==> images/flops_by_reg.png <==
Scale bar: 20 um.
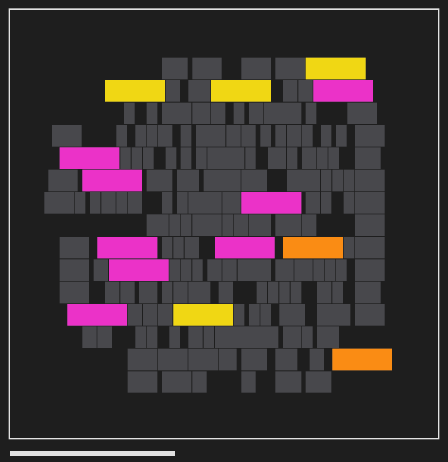
==> images/wires.png <==
Scale bar: 20 um. Two of the layers only.
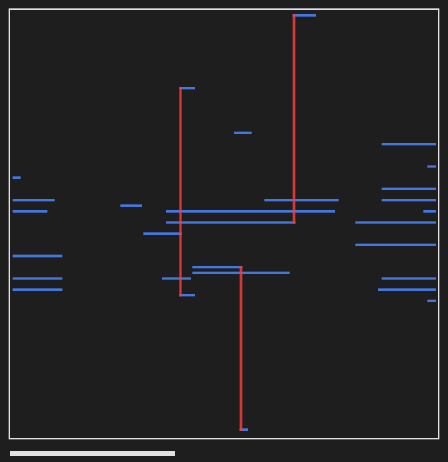
==> images/logic_types.png <==
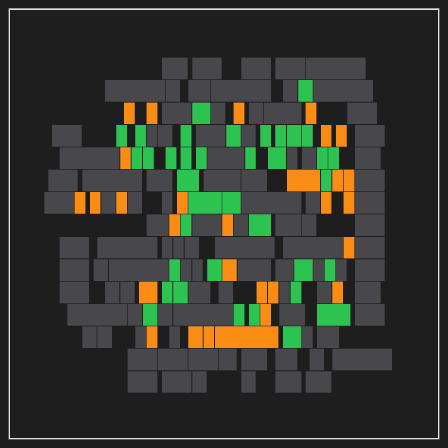
`src/rtl/control_unit_if.sv`:
```
// Bus bundle between the angstrom-cpu control unit and its memory, branch unit and datapath.
// The master side is the control unit; the slave side is whatever serves memory and consumes strobes.
interface control_unit_if #(
    parameter int ADDR_W = 4
);
    logic [7:0]        mem_data;
    logic              mem_ready;
    logic              branch;
    logic [ADDR_W-1:0] mem_addr;
    logic              mem_rd;
    logic              mem_wr;
    logic [3:0]        op;
    logic [3:0]        operand;
    logic              ctrl_jmp;
    logic              ctrl_acc_ld;
    logic              ctrl_imm_sel;
    logic              ctrl_alu_sub;
    logic              ctrl_flags_ld;
    logic              ctrl_out_ld;
    logic [ADDR_W-1:0] pc;
    logic              halt;
    logic [1:0]        state;

    modport master (
        input  mem_data, mem_ready, branch,
        output mem_addr, mem_rd, mem_wr, op, operand, ctrl_jmp, ctrl_acc_ld,
               ctrl_imm_sel, ctrl_alu_sub, ctrl_flags_ld, ctrl_out_ld, pc, halt, state
    );

    modport slave (
        output mem_data, mem_ready, branch,
        input  mem_addr, mem_rd, mem_wr, op, operand, ctrl_jmp, ctrl_acc_ld,
               ctrl_imm_sel, ctrl_alu_sub, ctrl_flags_ld, ctrl_out_ld, pc, halt, state
    );
endinterface

```
`src/rtl/control_unit.sv`:
```
// Multi-cycle FETCH/DECODE/EXEC sequencer for the angstrom-cpu core: owns PC and IR,
// issues memory requests and one-cycle control strobes per instruction.
module control_unit #(
    parameter int ADDR_W = 4
) (
    input  logic           clk,
    input  logic           rst,
    control_unit_if.master bus
);
    localparam logic [1:0] ST_FETCH  = 2'd0;
    localparam logic [1:0] ST_DECODE = 2'd1;
    localparam logic [1:0] ST_EXEC   = 2'd2;
    localparam logic [1:0] ST_HALT   = 2'd3;

    localparam logic [3:0] OP_LDA = 4'h0;
    localparam logic [3:0] OP_STA = 4'h1;
    localparam logic [3:0] OP_ADD = 4'h2;
    localparam logic [3:0] OP_SUB = 4'h3;
    localparam logic [3:0] OP_LDI = 4'h4;
    localparam logic [3:0] OP_OUT = 4'h5;
    localparam logic [3:0] OP_BRZ = 4'h6;
    localparam logic [3:0] OP_JMP = 4'h7;
    localparam logic [3:0] OP_BRC = 4'h8;
    localparam logic [3:0] OP_HLT = 4'hF;

    logic [1:0]        state_r;
    logic [ADDR_W-1:0] pc_r;
    logic [7:0]        ir_r;

    logic [3:0]        op_s;
    logic [3:0]        operand_s;
    logic [ADDR_W-1:0] operand_ext_s;
    logic              is_rd_op_s;
    logic              is_wr_op_s;
    logic              is_br_op_s;

    logic [ADDR_W-1:0] mem_addr_s;
    logic              mem_rd_s;
    logic              mem_wr_s;
    logic              jmp_s;
    logic              acc_ld_s;
    logic              imm_sel_s;
    logic              alu_sub_s;
    logic              flags_ld_s;
    logic              out_ld_s;
    logic              halt_s;

    // Split IR into fields and classify the opcode
    always_comb begin
        op_s          = ir_r[7:4];
        operand_s     = ir_r[3:0];
        operand_ext_s = ADDR_W'(operand_s);
        is_rd_op_s    = (op_s == OP_LDA) || (op_s == OP_ADD) || (op_s == OP_SUB);
        is_wr_op_s    = (op_s == OP_STA);
        is_br_op_s    = (op_s == OP_BRZ) || (op_s == OP_JMP) || (op_s == OP_BRC);
    end

    // Request and strobe generation from registered state, IR and the ready handshake
    always_comb begin
        mem_addr_s = pc_r;
        mem_rd_s   = 1'b0;
        mem_wr_s   = 1'b0;
        jmp_s      = 1'b0;
        acc_ld_s   = 1'b0;
        imm_sel_s  = 1'b0;
        alu_sub_s  = 1'b0;
        flags_ld_s = 1'b0;
        out_ld_s   = 1'b0;
        halt_s     = 1'b0;
        case (state_r)
            ST_FETCH: begin
                mem_rd_s = 1'b1;
            end
            ST_DECODE: begin
                mem_rd_s = 1'b0;
            end
            ST_EXEC: begin
                mem_addr_s = operand_ext_s;
                // Memory-op strobes fire only in the ready cycle so each is one cycle wide
                case (op_s)
                    OP_LDA: begin
                        mem_rd_s = 1'b1;
                        acc_ld_s = bus.mem_ready;
                    end
                    OP_STA: begin
                        mem_wr_s = 1'b1;
                    end
                    OP_ADD: begin
                        mem_rd_s   = 1'b1;
                        acc_ld_s   = bus.mem_ready;
                        flags_ld_s = bus.mem_ready;
                    end
                    OP_SUB: begin
                        mem_rd_s   = 1'b1;
                        acc_ld_s   = bus.mem_ready;
                        flags_ld_s = bus.mem_ready;
                        alu_sub_s  = bus.mem_ready;
                    end
                    OP_LDI: begin
                        acc_ld_s  = 1'b1;
                        imm_sel_s = 1'b1;
                    end
                    OP_OUT: begin
                        out_ld_s = 1'b1;
                    end
                    OP_BRZ, OP_JMP, OP_BRC: begin
                        jmp_s = 1'b1;
                    end
                    default: begin
                        jmp_s = 1'b0;
                    end
                endcase
            end
            ST_HALT: begin
                halt_s = 1'b1;
            end
            default: begin
                halt_s = 1'b0;
            end
        endcase
    end

    // Drive the bus; reset silences every request and strobe immediately
    always_comb begin
        bus.mem_addr = mem_addr_s;
        bus.op       = op_s;
        bus.operand  = operand_s;
        bus.pc       = pc_r;
        bus.state    = state_r;
        if (rst) begin
            bus.mem_rd        = 1'b0;
            bus.mem_wr        = 1'b0;
            bus.ctrl_jmp      = 1'b0;
            bus.ctrl_acc_ld   = 1'b0;
            bus.ctrl_imm_sel  = 1'b0;
            bus.ctrl_alu_sub  = 1'b0;
            bus.ctrl_flags_ld = 1'b0;
            bus.ctrl_out_ld   = 1'b0;
            bus.halt          = 1'b0;
        end else begin
            bus.mem_rd        = mem_rd_s;
            bus.mem_wr        = mem_wr_s;
            bus.ctrl_jmp      = jmp_s;
            bus.ctrl_acc_ld   = acc_ld_s;
            bus.ctrl_imm_sel  = imm_sel_s;
            bus.ctrl_alu_sub  = alu_sub_s;
            bus.ctrl_flags_ld = flags_ld_s;
            bus.ctrl_out_ld   = out_ld_s;
            bus.halt          = halt_s;
        end
    end

    // Sequencer state, PC and IR update
    always_ff @(posedge clk) begin
        if (rst) begin
            state_r <= ST_FETCH;
            pc_r    <= {ADDR_W{1'b0}};
            ir_r    <= 8'h00;
        end else begin
            case (state_r)
                ST_FETCH: begin
                    if (bus.mem_ready) begin
                        ir_r    <= bus.mem_data;
                        pc_r    <= pc_r + ADDR_W'(1);
                        state_r <= ST_DECODE;
                    end
                end
                ST_DECODE: begin
                    state_r <= (op_s == OP_HLT) ? ST_HALT : ST_EXEC;
                end
                ST_EXEC: begin
                    if (is_rd_op_s || is_wr_op_s) begin
                        if (bus.mem_ready) begin
                            state_r <= ST_FETCH;
                        end
                    end else begin
                        // PC already points past this instruction; a taken branch overrides it
                        if (is_br_op_s && bus.branch) begin
                            pc_r <= operand_ext_s;
                        end
                        state_r <= ST_FETCH;
                    end
                end
                ST_HALT: begin
                    state_r <= ST_HALT;
                end
                default: begin
                    state_r <= ST_FETCH;
                end
            endcase
        end
    end
endmodule

```
`src/flat_wrapper.sv`:
```
// flat-port wrapper written by rule: the top's interface ports become plain ports
module control_unit_flat 
#(
    parameter int ADDR_W = 4
)
  (clk, rst, bus_mem_data, bus_mem_ready, bus_branch, bus_mem_addr, bus_mem_rd, bus_mem_wr, bus_op, bus_operand, bus_ctrl_jmp, bus_ctrl_acc_ld, bus_ctrl_imm_sel, bus_ctrl_alu_sub, bus_ctrl_flags_ld, bus_ctrl_out_ld, bus_pc, bus_halt, bus_state);
  control_unit_if #(.ADDR_W(ADDR_W)) bus_i ();
  input  logic clk;
  input  logic rst;
  input wire logic [$bits(bus_i.mem_data)-1:0] bus_mem_data;
  input wire logic [$bits(bus_i.mem_ready)-1:0] bus_mem_ready;
  input wire logic [$bits(bus_i.branch)-1:0] bus_branch;
  output wire logic [$bits(bus_i.mem_addr)-1:0] bus_mem_addr;
  output wire logic [$bits(bus_i.mem_rd)-1:0] bus_mem_rd;
  output wire logic [$bits(bus_i.mem_wr)-1:0] bus_mem_wr;
  output wire logic [$bits(bus_i.op)-1:0] bus_op;
  output wire logic [$bits(bus_i.operand)-1:0] bus_operand;
  output wire logic [$bits(bus_i.ctrl_jmp)-1:0] bus_ctrl_jmp;
  output wire logic [$bits(bus_i.ctrl_acc_ld)-1:0] bus_ctrl_acc_ld;
  output wire logic [$bits(bus_i.ctrl_imm_sel)-1:0] bus_ctrl_imm_sel;
  output wire logic [$bits(bus_i.ctrl_alu_sub)-1:0] bus_ctrl_alu_sub;
  output wire logic [$bits(bus_i.ctrl_flags_ld)-1:0] bus_ctrl_flags_ld;
  output wire logic [$bits(bus_i.ctrl_out_ld)-1:0] bus_ctrl_out_ld;
  output wire logic [$bits(bus_i.pc)-1:0] bus_pc;
  output wire logic [$bits(bus_i.halt)-1:0] bus_halt;
  output wire logic [$bits(bus_i.state)-1:0] bus_state;
  assign bus_i.mem_data = bus_mem_data;
  assign bus_i.mem_ready = bus_mem_ready;
  assign bus_i.branch = bus_branch;
  assign bus_mem_addr = bus_i.mem_addr;
  assign bus_mem_rd = bus_i.mem_rd;
  assign bus_mem_wr = bus_i.mem_wr;
  assign bus_op = bus_i.op;
  assign bus_operand = bus_i.operand;
  assign bus_ctrl_jmp = bus_i.ctrl_jmp;
  assign bus_ctrl_acc_ld = bus_i.ctrl_acc_ld;
  assign bus_ctrl_imm_sel = bus_i.ctrl_imm_sel;
  assign bus_ctrl_alu_sub = bus_i.ctrl_alu_sub;
  assign bus_ctrl_flags_ld = bus_i.ctrl_flags_ld;
  assign bus_ctrl_out_ld = bus_i.ctrl_out_ld;
  assign bus_pc = bus_i.pc;
  assign bus_halt = bus_i.halt;
  assign bus_state = bus_i.state;
  control_unit #(.ADDR_W(ADDR_W)) u_core (.clk(clk), .rst(rst), .bus(bus_i));
endmodule
```
`config.mk`:
```
export PLATFORM = sky130hd
export DESIGN_NAME = control_unit_flat
export DESIGN_NICKNAME = d
export VERILOG_FILES = /design/src/rtl/control_unit_if.sv /design/src/rtl/control_unit.sv /design/src/flat_wrapper.sv
export SDC_FILE = /design/constraint.sdc
export NUM_CORES = 1
export LEC_CHECK = 0
export ABC_AREA = 1
export CAP_MARGIN = 40
export CORE_MARGIN = 4
export CORE_UTILIZATION = 43
export CTS_CLUSTER_SIZE = 10
export DETAILED_ROUTE_END_ITERATION = 8
export GPL_ROUTABILITY_DRIVEN = 0
export HOLD_SLACK_MARGIN = 0.02
export PLACE_DENSITY = 0.89
export SLEW_MARGIN = 5
export SYNTH_ARGS = -nofsm -noshare
export SYNTH_HDL_FRONTEND = slang
export SYNTH_SLANG_ARGS = --single-unit
```
`constraint.sdc`:
```
create_clock -name clk -period 2.5 [get_ports clk]
set_input_delay 0.75 -clock clk [delete_from_list [all_inputs] [get_ports clk]]
set_output_delay 0.75 -clock clk [all_outputs]
set_load 0.02 [all_outputs]
```
==> flow_summary.json <==
{
  "areaGrowthSynthToFinish_pct": 49.3,
  "post-synth-top-count-cell": "nor2_1",
  "num_vias": 951,
  "logic_family": "simple AND/OR/NAND/NOR gates",
  "largestPowerGroup": "sequential cells",
  "status": "completed",
  "internal_power_uw": 402,
  "n_fill_cell": 142,
  "die_height_um": 52.0,
  "skew_ns": 0.00626,
  "ys_chip_area_sq_um": 832,
  "post-place-ws_ns": -0.628,
  "worstSetupEndpointType": "output port",
  "cp-start-kind": "input port",
  "placed_cell_area_sq_um": 1240,
  "top_cell_area_share": 0.337,
  "antenna_found_initial": 0,
  "clkTransAtPathRegs_ns": 0.08,
  "setup_viol": 0,
  "fin_area_sq_um": 1240,
  "power_frac_seq": 0.428,
  "finalWorstSetupSlack_ns": 0.0389,
  "compound_area_frac": 0.152,
  "wl_per_cell_um": 12.7,
  "largest_reg_flops": 8,
  "ys.flops": 14,
  "n_antenna_cell": 0,
  "pg_clk_uw": 129,
  "ant_nets": 0,
  "fa_ha_area_frac": 0.0150,
  "crit_path_start": "rst",
  "cts.sinks": 14,
  "grt_usage": 0.194,
  "viasPerCell": 5.03,
  "fmax_ghz": 0.406,
  "fin_hold_ws_ns": 0.531,
  "wirelength_mm": 2.40,
  "worst_pin_slew_ns": 0.338,
  "cp_max_fo": 3,
  "pg_comb_uw": 232,
  "synthCells": 123,
  "p_seq_uw": 270,
  "largest_area_cell": "dfxtp_1",
  "synthesis.area_sq_um": 832,
  "port_buffers": 38,
  "overflow": 0,
  "top_cells_by_area": "dfxtp_1 (34%), nor2_1 (11%), nand2_1 (10%), a21oi_1 (5.4%), o21ai_0 (5.4%)",
  "cts_setup_buffers": 0,
  "avgSynthCellArea_sq_um": 6.76,
  "logic_area_sq_um": 477,
  "ir_worst_vdd_uv": 284,
  "insertion_delay_ns": 0.28,
  "setup-tns-final_ns": 0,
  "switching_power_uw": 228,
  "io_pins": 39,
  "holdPathStages": 2,
  "drtIter0Drc": 19,
  "edf_count": 0,
  "p_leak_nw": 0.590,
  "comb_power_share": 0.368,
  "total_power_uw": 630,
  "relSlewSlack": 0.775,
  "fin_cells": 189,
  "ys_warn_count": 0,
  "reg2reg_depth": 8,
  "async_flop_share": 0,
  "fp.dieW_um": 52.0,
  "common_cells": "nor2_1 (24), nand2_1 (23), dfxtp_1 (14)",
  "grt_pass1_wl_mm": 3.83,
  "synth.distinct_cells": 24,
  "maxCapViolCount": 0,
  "grt_pass1_vias": 872,
  "largest_register": "u_core.ir_r",
  "ys_sh_simple": 0.389,
  "drc": 0,
  "fin_crit_sh": 0.984,
  "die_area_sq_um": 2700,
  "ctsRootBufferMaster": "clkbuf_4",
  "first_pass_iters": 4,
  "numCtsBuffers": 3,
  "holdCritStartpoint": "u_core.ir_r[7]",
  "slew_violations": 0,
  "htreeDepth": 1,
  "min_period_ns": 2.46,
  "yosys_cells": 123,
  "hold_class": "reg -> reg",
  "power_density_nw_per_um2": 507,
  "fp_util": 0.467,
  "power_frac_clock": 0.204,
  "num-nets-final": 179,
  "critPathKind": "in -> out",
  "core_sq_um": 1780,
  "clock_path_buffers": 2,
  "placed_cells": 186,
  "switching_share": 0.361,
  "rsz0062_at_grt": "no",
  "cp_data_required_time_ns": 1.75,
  "worstPathArrival_ns": 1.71,
  "cts_tree": "built",
  "rows": 15,
  "ff_type": "dfxtp_1",
  "grt_max_degree": 13,
  "xor_share": 0.0105,
  "mux_share": 0,
  "drive_gt1_frac": 0.165,
  "warning_count": 26,
  "place_hpwl_mm": 1.93,
  "hold_viol_final": 0,
  "fp_nets": 136,
  "seq_area_frac_synth": 0.337,
  "r2r_start": "u_core.bus.state[0]"
}
About flops_by_reg.png:
u_core.bus.state: in orange, sequential cells 2. u_core.bus.pc: in yellow, sequential cells 4, where top middle. u_core.ir_r: in magenta, sequential cells 8.
Seq/total area: 0.226
sequential standard cell area: 280 sq um
Layout Utilization: 0.697

About wires.png:
metal 3: in blue, wire length 160 um. metal 4: in red, wire length 70.0 um.

About logic_types.png:
nand cells: in green, cells 37, most used nand2_1. nor cells: in orange, cells 29, most used nor2_1.

[worst paths after layout]
kind | slack (ns) | endpoint
worst max-delay path | 0.04 | bus_mem_wr
worst min-delay path | 0.53 | u_core.ir_r[7]
worst max register to register | 1.28 | u_core.bus.pc[0]
worst min register to register | 0.53 | u_core.ir_r[7]
[repair_timing]
action,4_1_cts,5_1_grt
pin swaps,1,1
hold buffers,0,0
resized,33,3
endpoints found under the setup margin,11,4
[worst max-delay path: stages]
cell	delay [ns]
dlygate4sd2_1	0.26
nor2_1	0.16
inv_1	0.09
nor3_1	0.13
clkdlybuf4s15_1	0.33
[area by class of cell]
type / count / share of cell area
Multi-Input combinational cell: 93 / 0.384
Timing Repair Buffer: 40 / 0.301
Sequential cell: 14 / 0.226
Inverter: 14 / 0.0463
Tap cell: 25 / 0.0252
Clock buffer: 3 / 0.0181
[per-layer routing]
metal	track usage	vias up	routed length [um]
met1	0.225	424	966
li1	-	485	-
met4	0.114	0	70
met2	0.326	35	1210
met3	0.0401	7	160
met5	0	-	0
[cell usage in the layout (no fill, tap or decap)]
cell,Yosys,routed
nor4_4,1,1
buf_6,2,1
nand3b_1,2,2
o22ai_1,1,1
inv_1,9,9
a21oi_2,1,1
o21ai_1,3,3
buf_4,0,2
a21oi_1,9,9
clkbuf_4,0,3
nand2_4,2,2
nand2_1,23,22
nand3_1,6,6
nor2_2,1,1
dlymetal6s2s_1,0,2
nor3_1,2,2
dfxtp_1,14,14
buf_2,0,4
o21ai_0,9,9
a31oi_1,1,1
nor2_4,1,1
ha_1,1,1
xnor2_1,1,1
nand2_2,4,5
and2_4,0,1
clkdlybuf4s15_1,0,2
inv_2,4,4
dlygate4sd2_1,0,6
inv_6,1,1
nor2_1,24,24
clkdlybuf4s50_1,0,23
